Design risc240_muldiv_unit_flat, sky130hd; sources not shown.
run_1/met1.png
Cells faint in the background.
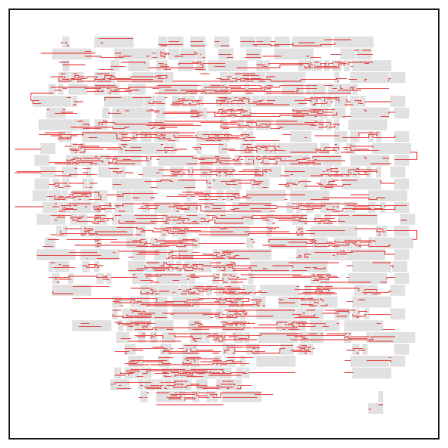
- wire length on this layer: 4,210 um
- longest straight run: 24.8 um
- nets with wire on the layer: 490
- share of all routed wire: 44%
WL final: 9670 um
via count: 3,562
grt met1 use: 27.4%

run_1/met2.png
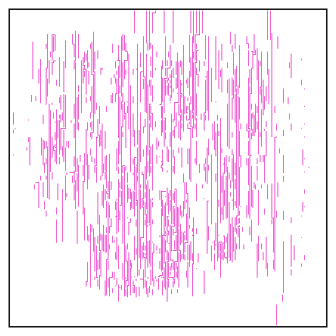
- share of all routed wire: 47%
- wire length on this layer: 4,580 um
- main direction: vertical
- nets with wire on the layer: 429
- longest straight run: 42.8 um
met2 Usage GRT: 33.9%

run_1/met3.png
Cells faint in the background.
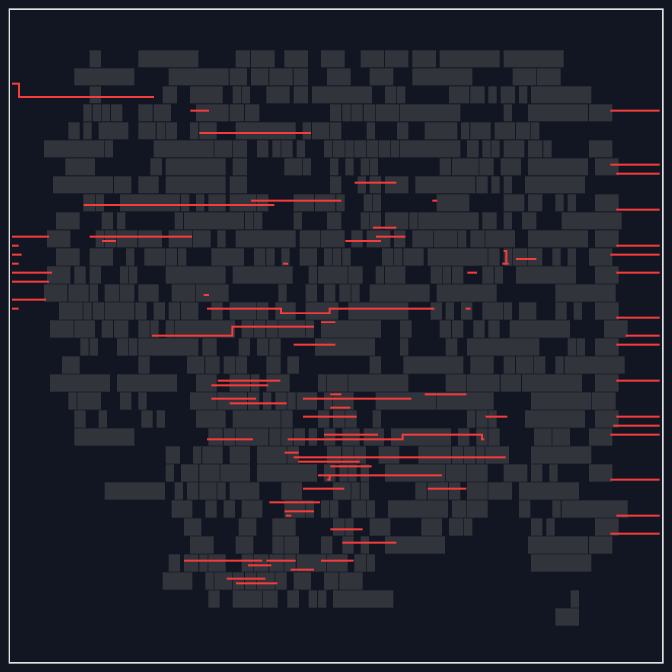
- wire length on this layer: 586 um
- longest straight run: 31.7 um
met3 usage: 3.61%

==> results_dict.tcl, run 1 <==
# yosys + openroad results
set metrics [dict create \
    clk_pin_slew_worst_paths_ps 80 \
    max_slew_margin_pct 44.7 \
    dieHeight_um 98.5 \
    crit_fanout 24 \
    n_antenna_cell 0 \
    syn_area_per_cell_um2 8.23 \
    fin_worst_skew_ps 10.3 \
    port_buffers 39 \
    async_reset_ff_share_pct 100 \
    synth_cells 476 \
    rows 32 \
    crit_path_end_kind "flip-flop" \
    slew_violations 0 \
    leakage_nw 1.99 \
    gp_congestion 0.913 \
    yosysWarnings 0 \
    critPathLaunchType "flip-flop" \
    crit_chain "and2b_1 > o21ai_0 > ha_1 > nor2b_1 > o31a_1 > o21ai_1 > or3b_1 > a211o_1 > a32o_1" \
    ctsHoldBuffers 0 \
    drt_iter0_drc 314 \
    cts_max_path_buffers 2 \
    cts_tree "yes" \
    ys_cells 476 \
    area_growth_pct 16.9 \
    max_stage_delay_ps 710 \
    ff2ff_setup_slack_ps 1920 \
    boundaryPins 40 \
    arrival_ps 3520 \
    grt_overflow 0 \
    placement.cell_area_um2 4370 \
    hp-class "flip-flop to flip-flop" \
    crit_cells 9 \
    ant_nets 0 \
    crit_slowest_cell "and2b_1" \
    syn_area_um2 3920 \
    critPathBufInv 0 \
    run_status "completed" \
    final.period_utilization_pct 63.2 \
    clockRootBuffer "clkbuf_8" \
    die_w_um 98.5 \
    layout_top_cell "nand2_1" \
    r2r_cells 9 \
    core-area_um2 7690 \
    finalNetCount 536 \
]
==> run 1: through the flow <==
stage | power, mW | worst slack, ps | utilization, % | instances
6_report | 2.72 | 1920 | 59.6 | 609
5_1_grt | 2.95 | 1700 | 59.6 | 609
4_1_cts | 2.72 | 1940 | 59.4 | 608
3_5_place_dp | 2.28 | 1710 | 56.8 | 592
3_3_place_gp | 2.23 | 1760 | 56.3 | 590
2_1_floorplan | 1.88 | 2040 | - | 476
==> run 1: logic make-up after synthesis <==
family	Yosys count	share of synthesized area [%]
multiplexers	9	2.30
adder cells (fa/ha/maj)	13	4.34
buffers and inverters	48	5.02
AND-OR/OR-AND	151	23.8
AND/OR/NAND/NOR	166	19.7
XOR/XNOR	29	6.49
flip-flops	60	38.3
==> run 1: per-layer routing <==
layer | part of all wire (%) | global-route usage [%] | routed length [um]
met5 | 0 | - | 0
met4 | 3.0 | 9.45 | 289
met3 | 6.1 | 3.61 | 586
met2 | 47 | 33.9 | 4580
met1 | 44 | 27.4 | 4210
==> run 1: power breakdown <==
part	internal, mW	switching (mW)
sequential	0.657	0.231
clock	0.233	0.197
combinational	0.610	0.794
total	1.50	1.22
==> run 1: worst register-to-register path: cells and delay by family (launching register included) <==
family	cells	cell delay, ps
AOI/OAI and AO/OA	5	1120
adders and majority gates	1	400
DFF	1	410
and+or+nand+nor	3	1250
==> run 1: layout make-up <==
class	instances	area (um^2)	area share (%)
clock buffers	10	138	3.01
well taps	102	128	2.79
clock inverters	6	63.8	1.39
multi-input cells	368	2220	48.4
repair buffers	45	463	10.1
flip-flops and latches	60	1500	32.8
inverters	18	67.6	1.48
run_1/met4.png
Scale bar: 20 um. Cells faint in the background.
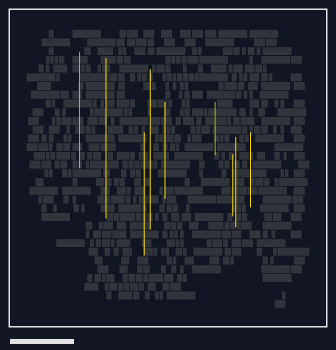

==> run 1 -> run 2 <==
ABC_CLOCK_PERIOD_IN_PS = 3150   (was 5210)
clock period = 3.15 ns   (was 5.21 ns; I/O delays follow)
run_2/met4.png
Scale bar: 20 um. Cells faint in the background.
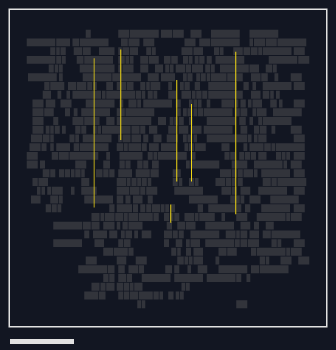
- longest straight run: 50.3 um
- share of all routed wire: 1.8%
via count: 3,597
WL final: 10,200 um

run_2/met1.png
Cells faint in the background.
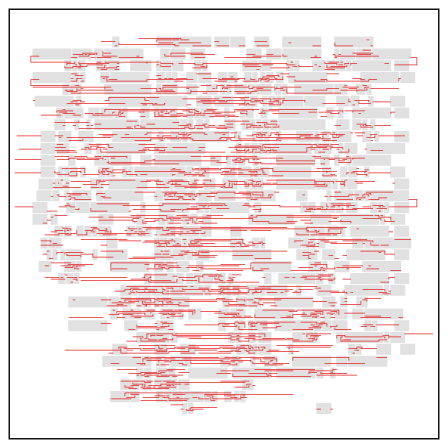
- share of all routed wire: 43%
- longest straight run: 31.7 um
- main direction: horizontal
- wire length on this layer: 4,430 um
grt met1 use: 27.9%

==> results_dict.tcl, run 2 <==
# yosys + openroad results
set metrics [dict create \
    run_status "completed" \
    max_stage_delay_ps 410 \
    critPathLaunchType "flip-flop" \
    switchingPower_mw 2.06 \
    gp_congestion 0.937 \
    arrival_ps 3150 \
    cts_max_path_buffers 2 \
    crit_path_end_kind "flip-flop" \
    power_mw 4.75 \
    crit_cells 11 \
    slew_violations 0 \
    hp-class "flip-flop to flip-flop" \
    crit_slowest_cell "dfrtp_1" \
    use_met3_pct 4.10 \
    seqPwrFrac_pct 30.9 \
    port_buffers 39 \
    ff2ff_setup_slack_ps 220 \
    clockRootBuffer "clkbuf_8" \
    finalNetCount 546 \
    ant_nets 0 \
    n_antenna_cell 0 \
    max_slew_margin_pct 50.8 \
    die_w_um 98.5 \
    fin_util_pct 60.7 \
    swShare_pct 43.5 \
]
==> run 2: cell types whose count changed in the layout (fill, tap and decap cells not counted), sizes merged <==
cell,delta
buf,+10
bufinv,+2
clkinv,-2
clkinvlp,-1
inv,+1
==> run 2: power by group through the flow <==
stage	combinational, mW	sequential [mW]	clock (mW)
2_1_floorplan	1.82	1.29	0
3_3_place_gp	2.38	1.46	0
3_5_place_dp	2.42	1.46	0
4_1_cts	2.43	1.45	0.863
5_1_grt	2.71	1.51	0.896
6_report	2.44	1.47	0.843
==> run 2: what timing repair did <==
action / CTS / global route
setup endpoints to repair: 0 / 2
gates resized: 0 / 1
hold buffers: 0 / 0
==> run 2: metrics by stage <==
stage               setup WS (ps)  instance area, um^2
floorplan                    54.7                 3920
global placement              295                 4430
detailed placement            178                 4430
CTS                           149                 4660
global route                 67.7                 4670
finish                        221                 4670
==> run 2: cell families (layout without fill, tap and decap cells) <==
group | count (synthesis) | after routing | share of synthesized area [%]
AOI/OAI and AO/OA | 151 | 151 | 23.8
adders and majority gates | 13 | 13 | 4.34
and+or+nand+nor | 166 | 166 | 19.7
DFF | 60 | 60 | 38.3
xor gates and xnor gates | 29 | 29 | 6.49
buffers and inverters | 48 | 89 | 5.02
muxes | 9 | 9 | 2.30
==> run 2: routing by layer <==
| metal | wire [um] | vias to the layer above |
|---|---|---|
| met2 | 5050 | 129 |
| met4 | 184 | 0 |
| met3 | 571 | 15 |
| li1 | - | 1764 |
| met1 | 4430 | 1689 |
| met5 | 0 | - |
==> run 2: layout make-up <==
cell class	count	area [um^2]	share of cell area, %
clock buffer	10	128	2.73
clock inverter	6	111	2.39
inverter	18	67.6	1.45
multi-input combinational	368	2220	47.6
sequential	60	1500	32.2
tap	102	128	2.73
timing repair buffer	55	510	10.9
Power is estimated from default activity; no workload was simulated.
